--- src/rtl/rf_wr_port_arbiter_pkg.sv ---
// Shared types and defaults for the register-file write-port arbiter.
package rf_wr_port_arbiter_pkg;

   localparam int RF_LL_FIFO_DEPTH = 2;
   localparam int RF_STARVE_LIMIT  = 8;

   // 'reg' is a keyword, so the write address field is named wreg
   typedef struct packed {
      logic        en;
      logic [4:0]  wreg;
      logic [31:0] data;
   } rf_wr_req_t;

   typedef struct packed {
      logic [4:0]  rd;
      logic [31:0] data;
   } ll_entry_t;

   function automatic logic [31:0] rd_onehot(input logic [4:0] rd);
      return 32'(1) << rd;
   endfunction

endpackage

--- src/rtl/rf_ll_fifo.sv ---
// Circular DEPTH-entry FIFO for long-latency results; exposes per-slot valid bits
// and slot contents so the owner can build a pending-destination mask.
module rf_ll_fifo
   import rf_wr_port_arbiter_pkg::*;
#(
   parameter int DEPTH = RF_LL_FIFO_DEPTH
) (
   input  logic                   clk,
   input  logic                   rst,
   input  logic                   push,
   input  logic                   pop,
   input  ll_entry_t              din,
   output ll_entry_t              head,
   output logic                   full,
   output logic                   empty,
   output logic      [DEPTH-1:0]  vld,
   output ll_entry_t [DEPTH-1:0]  ents
);

   localparam int AW = $clog2(DEPTH);

   logic [AW:0] wr_ptr, rd_ptr, count;
   ll_entry_t [DEPTH-1:0] mem;
   logic do_push, do_pop;

   assign count   = wr_ptr - rd_ptr;
   assign full    = (count == (AW+1)'(DEPTH));
   assign empty   = (count == '0);
   assign do_push = push && !full;
   assign do_pop  = pop && !empty;
   assign head    = mem[rd_ptr[AW-1:0]];
   assign ents    = mem;

   always_ff @(posedge clk) begin
      if (rst) begin
         wr_ptr <= '0;
         rd_ptr <= '0;
         vld    <= '0;
      end else begin
         if (do_push) wr_ptr <= wr_ptr + 1'b1;
         if (do_pop)  rd_ptr <= rd_ptr + 1'b1;
         // push and pop never hit the same slot: that needs count 0 or DEPTH
         for (int i = 0; i < DEPTH; i++) begin
            if (do_pop && rd_ptr[AW-1:0] == AW'(i))  vld[i] <= 1'b0;
            if (do_push && wr_ptr[AW-1:0] == AW'(i)) vld[i] <= 1'b1;
         end
      end
   end

   always_ff @(posedge clk) begin
      if (do_push) mem[wr_ptr[AW-1:0]] <= din;
   end

endmodule

--- src/rtl/rf_wr_port_arbiter.sv ---
// Shares the RF write port: writeback first, long-latency FIFO drains into idle cycles.
// Optional starvation guard enabled by defining RF_WR_STARVE_GUARD_EN.
module rf_wr_port_arbiter
   import rf_wr_port_arbiter_pkg::*;
#(
   parameter int DEPTH        = RF_LL_FIFO_DEPTH,
   parameter int STARVE_LIMIT = RF_STARVE_LIMIT
) (
   input  logic        clk_i,
   input  logic        rst_i,
   input  logic        wb_wr_en_i,
   input  logic [4:0]  wb_wr_reg_i,
   input  logic [31:0] wb_wr_data_i,
   input  logic        ll_valid_i,
   output logic        ll_ready_o,
   input  logic [4:0]  ll_rd_i,
   input  logic [31:0] ll_data_i,
   output logic        rf_wr_en_o,
   output logic [4:0]  rf_wr_reg_o,
   output logic [31:0] rf_wr_data_o,
   output logic [31:0] pend_mask_o,
   output logic        stall_req_o
);

   logic                  push, pop, full, empty;
   ll_entry_t             din, head;
   logic      [DEPTH-1:0] vld;
   ll_entry_t [DEPTH-1:0] ents;
   rf_wr_req_t            wr;
   logic      [31:0]      mask;

   // x0 results complete the handshake but are never stored
   assign ll_ready_o = !full;
   assign push       = ll_valid_i && !full && (ll_rd_i != 5'd0);
   assign din        = '{rd: ll_rd_i, data: ll_data_i};

   rf_ll_fifo #(.DEPTH(DEPTH)) u_fifo (
      .clk   (clk_i),
      .rst   (rst_i),
      .push  (push),
      .pop   (pop),
      .din   (din),
      .head  (head),
      .full  (full),
      .empty (empty),
      .vld   (vld),
      .ents  (ents)
   );

   always_comb begin
      wr  = '0;
      pop = 1'b0;
      if (wb_wr_en_i) begin
         wr = '{en: 1'b1, wreg: wb_wr_reg_i, data: wb_wr_data_i};
      end else if (!empty) begin
         wr  = '{en: 1'b1, wreg: head.rd, data: head.data};
         pop = 1'b1;
      end
   end

   assign rf_wr_en_o   = wr.en;
   assign rf_wr_reg_o  = wr.wreg;
   assign rf_wr_data_o = wr.data;

   always_comb begin
      mask = '0;
      for (int i = 0; i < DEPTH; i++)
         if (vld[i]) mask = mask | rd_onehot(ents[i].rd);
   end

   assign pend_mask_o = {mask[31:1], 1'b0};

`ifdef RF_WR_STARVE_GUARD_EN
   logic [7:0] starve_cnt;
   logic       stall_q;

   always_ff @(posedge clk_i) begin
      if (rst_i) begin
         starve_cnt <= '0;
         stall_q    <= 1'b0;
      end else begin
         stall_q <= 1'b0;
         if (pop || empty) begin
            starve_cnt <= '0;
         end else if (wb_wr_en_i) begin
            if (starve_cnt + 8'd1 == 8'(STARVE_LIMIT)) begin
               stall_q    <= 1'b1;
               starve_cnt <= '0;
            end else begin
               starve_cnt <= starve_cnt + 8'd1;
            end
         end
      end
   end

   assign stall_req_o = stall_q;
`else
   assign stall_req_o = 1'b0;
`endif

endmodule

--- config.mk ---
export PLATFORM = sky130hd
export DESIGN_NAME = rf_wr_port_arbiter
export DESIGN_NICKNAME = d
export VERILOG_FILES = /design/src/rtl/rf_wr_port_arbiter_pkg.sv /design/src/rtl/rf_ll_fifo.sv /design/src/rtl/rf_wr_port_arbiter.sv
export SDC_FILE = /design/constraint.sdc
export NUM_CORES = 1
export LEC_CHECK = 0
export ABC_AREA = 0
export CORE_ASPECT_RATIO = 0.5
export CORE_MARGIN = 8
export CORE_UTILIZATION = 35
export DETAILED_ROUTE_END_ITERATION = 10
export DONT_BUFFER_PORTS = 1
export GPL_TIMING_DRIVEN = 0
export HOLD_SLACK_MARGIN = 0.08
export PLACE_DENSITY = 0.52
export SETUP_SLACK_MARGIN = 0.5
export SLEW_MARGIN = 20
export SYNTH_ARGS = -nofsm -noshare
export SYNTH_HDL_FRONTEND = slang
export SYNTH_SLANG_ARGS = --single-unit
--- constraint.sdc ---
create_clock -name clk_i -period 1.85 [get_ports clk_i]
set_clock_uncertainty 0.15 [all_clocks]
set_input_delay 0.185 -clock clk_i [delete_from_list [all_inputs] [get_ports clk_i]]
set_output_delay 0.185 -clock clk_i [all_outputs]
set_load 0.01 [all_outputs]
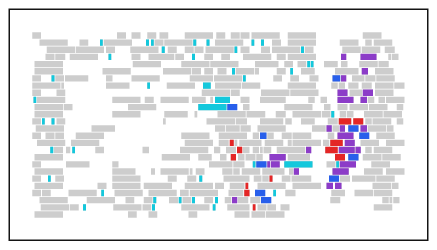
**Above:** run 1 (gate-type map).
legend:
  purple:
    family: nand cells
    cells: 25
    most_used: nand3_4
  blue:
    family: and/or cells
    cells: 10
    most_used: or3b_4
  red:
    family: nor cells
    cells: 12
  cyan:
    family: inv cells
    cells: 42
    most_used: inv_1

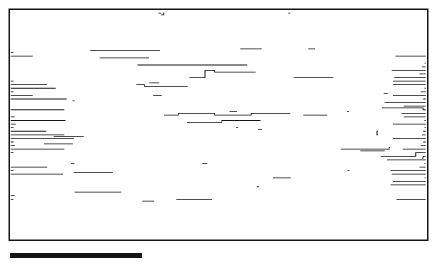
**Above:** run 1 (the metal 3 layer).
Bar = 50 um.
wire length on this layer: 872 um
longest straight run: 41.4 um
nets with wire on the layer: 83

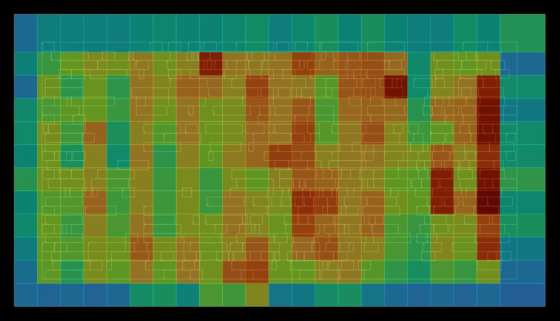
**Above:** run 1 (track usage over the die).
Routed wire per std cell: 22.90 um
global-route track usage on met1: 0.1665
Util after Layout: 0.5968

==> results.ini, run 1 <==
[status]
status=finished with violations
violations=setup timing

[sta]
worstMarginPinSlew_ns=0.5605
min_period_over_period=1.142
fmax_mhz=473.3
setup_viol=82
worst_slack_ns=-0.2628
relSlewSlack=0.6264
maxSlewViolCount=0
whs_ns=0.07146
hold_viol=0
rsz0062_at_grt=true
min_period_ns=2.113

[logic_synthesis]
syn_inst=268
flop_cell=edfxtp_1
area_leaders=edfxtp_1 (63%), a222oi_1 (10%), o22ai_1 (5.5%), inv_1 (4.0%), dfxtp_1 (3.4%)
edf_count=74
async_flop_share=0
top_cells_by_count=edfxtp_1 (74), inv_1 (38), a222oi_1 (37)
synth-seq-cells=80
most_common_cell=edfxtp_1
avgSynthCellArea_sq_um=13.24
yosysTopAreaCell=edfxtp_1
syn_area_sq_mm=0.003547
ys_cells=268
top_cell_area_share=0.6265
ys_seq_frac=0.6603
ys_chip_area_sq_mm=0.003547
synth.yosys.warnings=0
synth_cell_types=36

[grt]
grt_max_degree=39
grt.overflow.total=0
grt.met2_usage=0.3246
use_met3=0.05396
grt_antenna_before_repair=0
grt_usage=0.1685
grt_pass1_wl_um=17600
grt_pass1_vias=3183
busiest_layer=met2

[detailed_routing]
route.vias.total=2953
wl_met3_um=871
drc_errors=0
wl_met1_um=4443
ant_nets=0
top_layer=met4
drtIter0Drc=246
viasPerCell=5.572
first_pass_iters=5
drt-total-wl_um=12140
route.met2.wl_um=6614

[floorplan]
taps=140
io_pins=150
dieWidth_um=158.4
rows=26
core_sq_mm=0.01002
chip_area_sq_mm=0.01381
fp_util=0.3540
die_h_um=87.19

[pwr]
comb_power_share=0.251
power_leakage_nw=2.133
seqPwrFrac=0.441
power.share.clock=0.308
p_total_mw=5.068
p_sw_mw=1.392
powerDensity_mw_per_mm2=847.5
peakVddDrop_mv=0.6789
p_int_mw=3.676
p_sw_frac=0.2747

[clocking]
insertion_delay_ns=0.33
cts_root_buf=clkbuf_16
cts_tree=yes
cts_sinks=80
path_clk_slew_ns=0.06
htreeDepth=3
cts_buffers=9
clockBufferDepth=2

[worst_setup_path]
cp-end-kind=output pin
rrSetupSlack_ns=-0.03
r2r-end=u_fifo.ents[5]
start_kind=flip-flop
arrival_ns=1.78
cpPeakStageDelay_ns=0.36
worstPathCellList=xnor2_4, a211oi_2, buf_6, buf_6, a222oi_1, inv_1
path_common_cell=buf_6
path_delay_family=buffers and inverters
required_ns=1.51
reg2reg_depth=6
critPathBufInv=3
cp_slowest_cell=dfxtp_4
cp.depth=6
crit_start=u_fifo.rd_ptr[1]
crit-reg2reg-launch=u_fifo.rd_ptr[1]
crit_end=rf_wr_reg_o[1]
path_max_fanout=6
path_class=reg -> out

[final_layout]
seq_area_frac=0.3944
largest_class=sequential cells
flops=80
nonClockBufferCount=123
num-nonclk-inverters=42
sh_comb_area=0.2697
buffer_area_frac=0.2241
area_growth_pct=68.57
n_clock_buffer=10
logic_area_sq_mm=0.001613
clkCellAreaFrac=0.04436
num_antenna_cells=0
drive_gt1_frac=0.4359
comb.multi_input.count=129
nets=463
fillers=785
regArea_sq_mm=0.002359

[min_path]
worstHoldPathType=in -> reg
hp-start=ll_valid_i
min_to=u_fifo.wr_ptr[0]
holdPathStages=3

[job]
openroad.warnings=29
drv_cap=0

[place]
place_hpwl_um=7453
gp_congestion=0.8310
numPortBuffers=0

[run 1: timing repair]
action	CTS	global route
resized	102	26
hold buffers	38	0
setup endpoints to repair	149	150
endpoints found under the hold margin	80	0
buffers inserted	45	13
cloned	4	5
pin swaps	29	32
[run 1: logic make-up after synthesis]
kind of cell / Yosys count / synth area share
compound gates: 75 / 0.1735
simple gates: 46 / 0.07690
buf+inv: 61 / 0.07196
xor+xnor: 4 / 0.01200
other cells: 1 / 0.001057
flops: 80 / 0.6603
mux: 1 / 0.004232
[run 1: sequential cells by signal, indices dropped and copies added, names as in the netlist]
| signal | count |
|---|---|
| u_fifo.wr_ptr | 2 |
| u_fifo.vld | 2 |
| u_fifo.rd_ptr | 2 |
| u_fifo.ents | 74 |
[run 1: cells in the final DEF, fill, tap and decap left out, drive strengths merged, types with 6 or more instances in the layout]
master	n
a222oi	37
buf	74
clkbuf	21
clkinv	6
dfxtp	6
dlygate4sd3	38
edfxtp	74
inv	39
nand2	6
nand3	8
nor2	6
o22ai	31
[run 1: power groups by stage]
stage               Sequential (mW)  Clock, mW  Combinational [mW]
floorplan                      2.25          0               0.519
global placement               2.26          0               0.643
detailed placement             2.27          0               0.659
CTS                            2.23       1.60                1.13
global route                   2.25       1.67                1.35
finish                         2.23       1.56                1.27
[run 1: through the flow]
| step | cells | setup slack (ns) | setup TNS (ns) | area [sq um] |
|---|---|---|---|---|
| 5_1_grt | 530 | -0.3571 | -14.72 | 5979 |
| 3_5_place_dp | 409 | -0.09942 | -3.856 | 4063 |
| 2_1_floorplan | 269 | 0.1334 | 0 | 3887 |
| 3_3_place_gp | 409 | -0.05775 | -2.321 | 4063 |
| 6_report | 530 | -0.2628 | -8.502 | 5979 |
| 4_1_cts | 512 | -0.2677 | -8.614 | 5677 |
==> inputs of run 2 (changes only) <==
- HOLD_SLACK_MARGIN: 0.08 -> not set
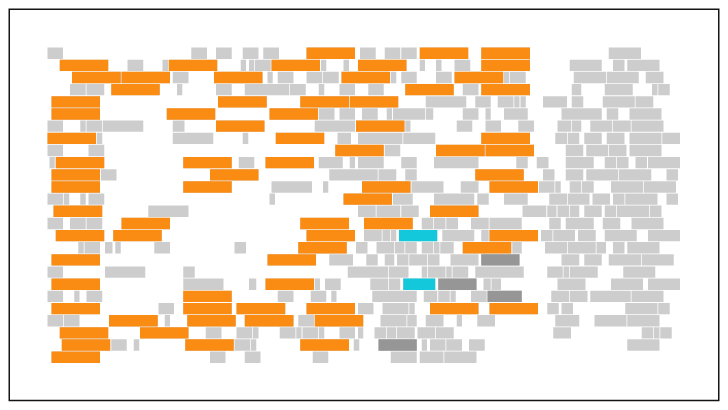
**Above:** run 2 (register map, names as in the netlist).
legend:
  orange:
    name_in_the_netlist: `u_fifo.ents`
    sequential_cells: 74
    where: spread over the die
  cyan:
    name_in_the_netlist: `u_fifo.rd_ptr`
    sequential_cells: 2

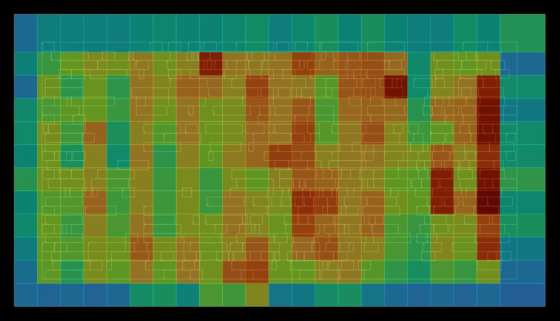
**Above:** run 2 (track usage over the die).
met2 GRT Util: 0.3246
GR Util met3: 0.05396
gr busiest metal: met2
All-Layer GR Usage: 0.1685

==> run 2 against run 1 <==
The run still ends with setup timing left. Core utilization stayed put. Clock power is essentially flat. Worst hold slack stayed put. Combinational power about the same.
==> results.ini, run 2 <==
[status]
status=finished with violations
violations=setup timing

[floorplan]
die_h_um=87.19  ; unchanged
chip_area_sq_mm=0.01381  ; unchanged
dieWidth_um=158.4  ; unchanged
io_pins=150  ; unchanged
fp_util=0.3540  ; unchanged

[logic_synthesis]
top_cells_by_count=edfxtp_1 (74), inv_1 (38), a222oi_1 (37)
async_flop_share=0  ; unchanged
flop_cell=edfxtp_1
edf_count=74  ; unchanged
ys_chip_area_sq_mm=0.003547  ; unchanged
syn_area_sq_mm=0.003547  ; unchanged
synth_cell_types=36  ; unchanged
avgSynthCellArea_sq_um=13.24  ; unchanged
most_common_cell=edfxtp_1
top_cell_area_share=0.6265  ; unchanged
ys_cells=268  ; unchanged
synth.yosys.warnings=0  ; unchanged

[pwr]
p_sw_frac=0.2747  ; unchanged
power_leakage_nw=2.133  ; unchanged
power.share.clock=0.308  ; about the same
comb_power_share=0.251  ; about the same
peakVddDrop_mv=0.6789  ; unchanged
powerClk_mw=1.56  ; about the same
p_int_mw=3.676  ; unchanged
seqPwrFrac=0.441  ; about the same
comb_cell_power_mw=1.27  ; about the same
p_seq_mw=2.23  ; about the same

[sta]
whs_ns=0.07146  ; unchanged
setup_viol=82  ; unchanged
fmax_mhz=473.3  ; unchanged
worst_slack_ns=-0.2628  ; unchanged
min_period_ns=2.113  ; unchanged
worstMarginPinSlew_ns=0.5605  ; unchanged
relSlewSlack=0.6264  ; unchanged

[clocking]
insertion_delay_ns=0.33  ; about the same
clockBufferDepth=2  ; unchanged
path_clk_slew_ns=0.06  ; about the same
cts_sinks=80  ; unchanged
cts_buffers=9  ; unchanged
cts_tree=yes
htreeDepth=3  ; unchanged

[final_layout]
drive_gt1_frac=0.4359  ; unchanged
area_growth_pct=68.57  ; unchanged
nets=463  ; unchanged
layout_top_cell=edfxtp_1
stdcell_count=530  ; unchanged
final_core_util=0.5968  ; unchanged
largest_register_ffs=74  ; unchanged

[worst_setup_path]
start_kind=flip-flop
cp_slowest_cell=dfxtp_4
arrival_ns=1.78  ; about the same
cpPeakStageDelay_ns=0.36  ; about the same
required_ns=1.51  ; about the same
worstPathCellList=xnor2_4, a211oi_2, buf_6, buf_6, a222oi_1, inv_1
cp-end-kind=output pin

[grt]
grt.overflow.total=0  ; unchanged
grt_antenna_before_repair=0  ; unchanged
grt_pass1_wl_um=17600  ; unchanged

[job]
drv_cap=0  ; unchanged

[place]
place_worst_setup_slack_ns=-0.09942  ; unchanged
numPortBuffers=0  ; unchanged
place_inst=409  ; unchanged
gp_congestion=0.8310  ; unchanged
placed_area_sq_mm=0.004063  ; unchanged

[detailed_routing]
wl_per_cell_um=22.90  ; unchanged
drtIter0Drc=246  ; unchanged
drc_errors=0  ; unchanged
first_pass_iters=5  ; unchanged

[min_path]
worstHoldPathType=in -> reg

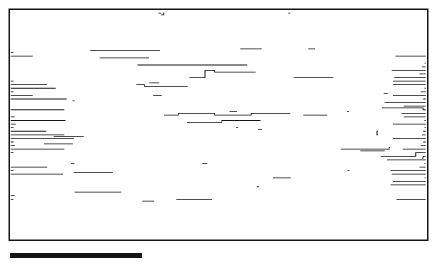
**Above:** run 2 (the metal 3 layer).
Bar = 50 um.
Post-Route WL: 12140 um
vias: 2953

-- run 2: cell counts after synthesis --
No cell type changed its count.
-- run 2: kinds of logic after synthesis --
logic type,share of synthesized area
flip-flops,0.6603
other,0.001057
multiplexers,0.004232
AND-OR/OR-AND,0.1735
XOR/XNOR,0.01200
AND/OR/NAND/NOR,0.07690
buffers and inverters,0.07196
-- run 2: final timing paths --
kind	from	endpoint	slack, ns	cells after the start
setup reg to reg	u_fifo.rd_ptr[1]	u_fifo.ents[5]	-0.03	6
setup / recovery	u_fifo.rd_ptr[1]	rf_wr_reg_o[1]	-0.26	6
hold reg to reg	u_fifo.vld[0]	u_fifo.vld[0]	0.37	2
hold / removal	ll_valid_i	u_fifo.wr_ptr[0]	0.07	3
-- run 2: final cells by class --
type	instances	area, sq um
Clock inverter	6	36.28
Inverter	39	172.7
Clock buffer	10	229.0
Sequential cell	80	2359
Timing Repair inverter	3	55.05
Tap cell	140	175.2
Buffer	22	251.5
Timing Repair Buffer	101	1089
Fill cell	785	4040
Multi-Input combinational cell	129	1613
-- run 2: per-layer routing --
layer | share of wire | track usage
met5 | 0 | 0
met4 | 0.017 | 0.06457
met3 | 0.072 | 0.05396
met2 | 0.54 | 0.3246
met1 | 0.37 | 0.1665
-- run 2: worst max-delay path: cells and delay by family (launching register included) --
kind / cells / cell delay (ns)
XOR/XNOR: 1 / 0.19
buffers and inverters: 3 / 0.45
flip-flops: 1 / 0.36
AND-OR/OR-AND: 2 / 0.44
-- run 2: repair_timing --
item                                   4_1_cts  5_1_grt
hold buffers                                38        0
endpoints found under the hold margin       80        0
resized                                    102       26
buffers inserted                            45       13
pin swaps                                   29       32
setup endpoints to repair                  149      150
cloned                                       4        5
Power is estimated from default activity; no workload was simulated.
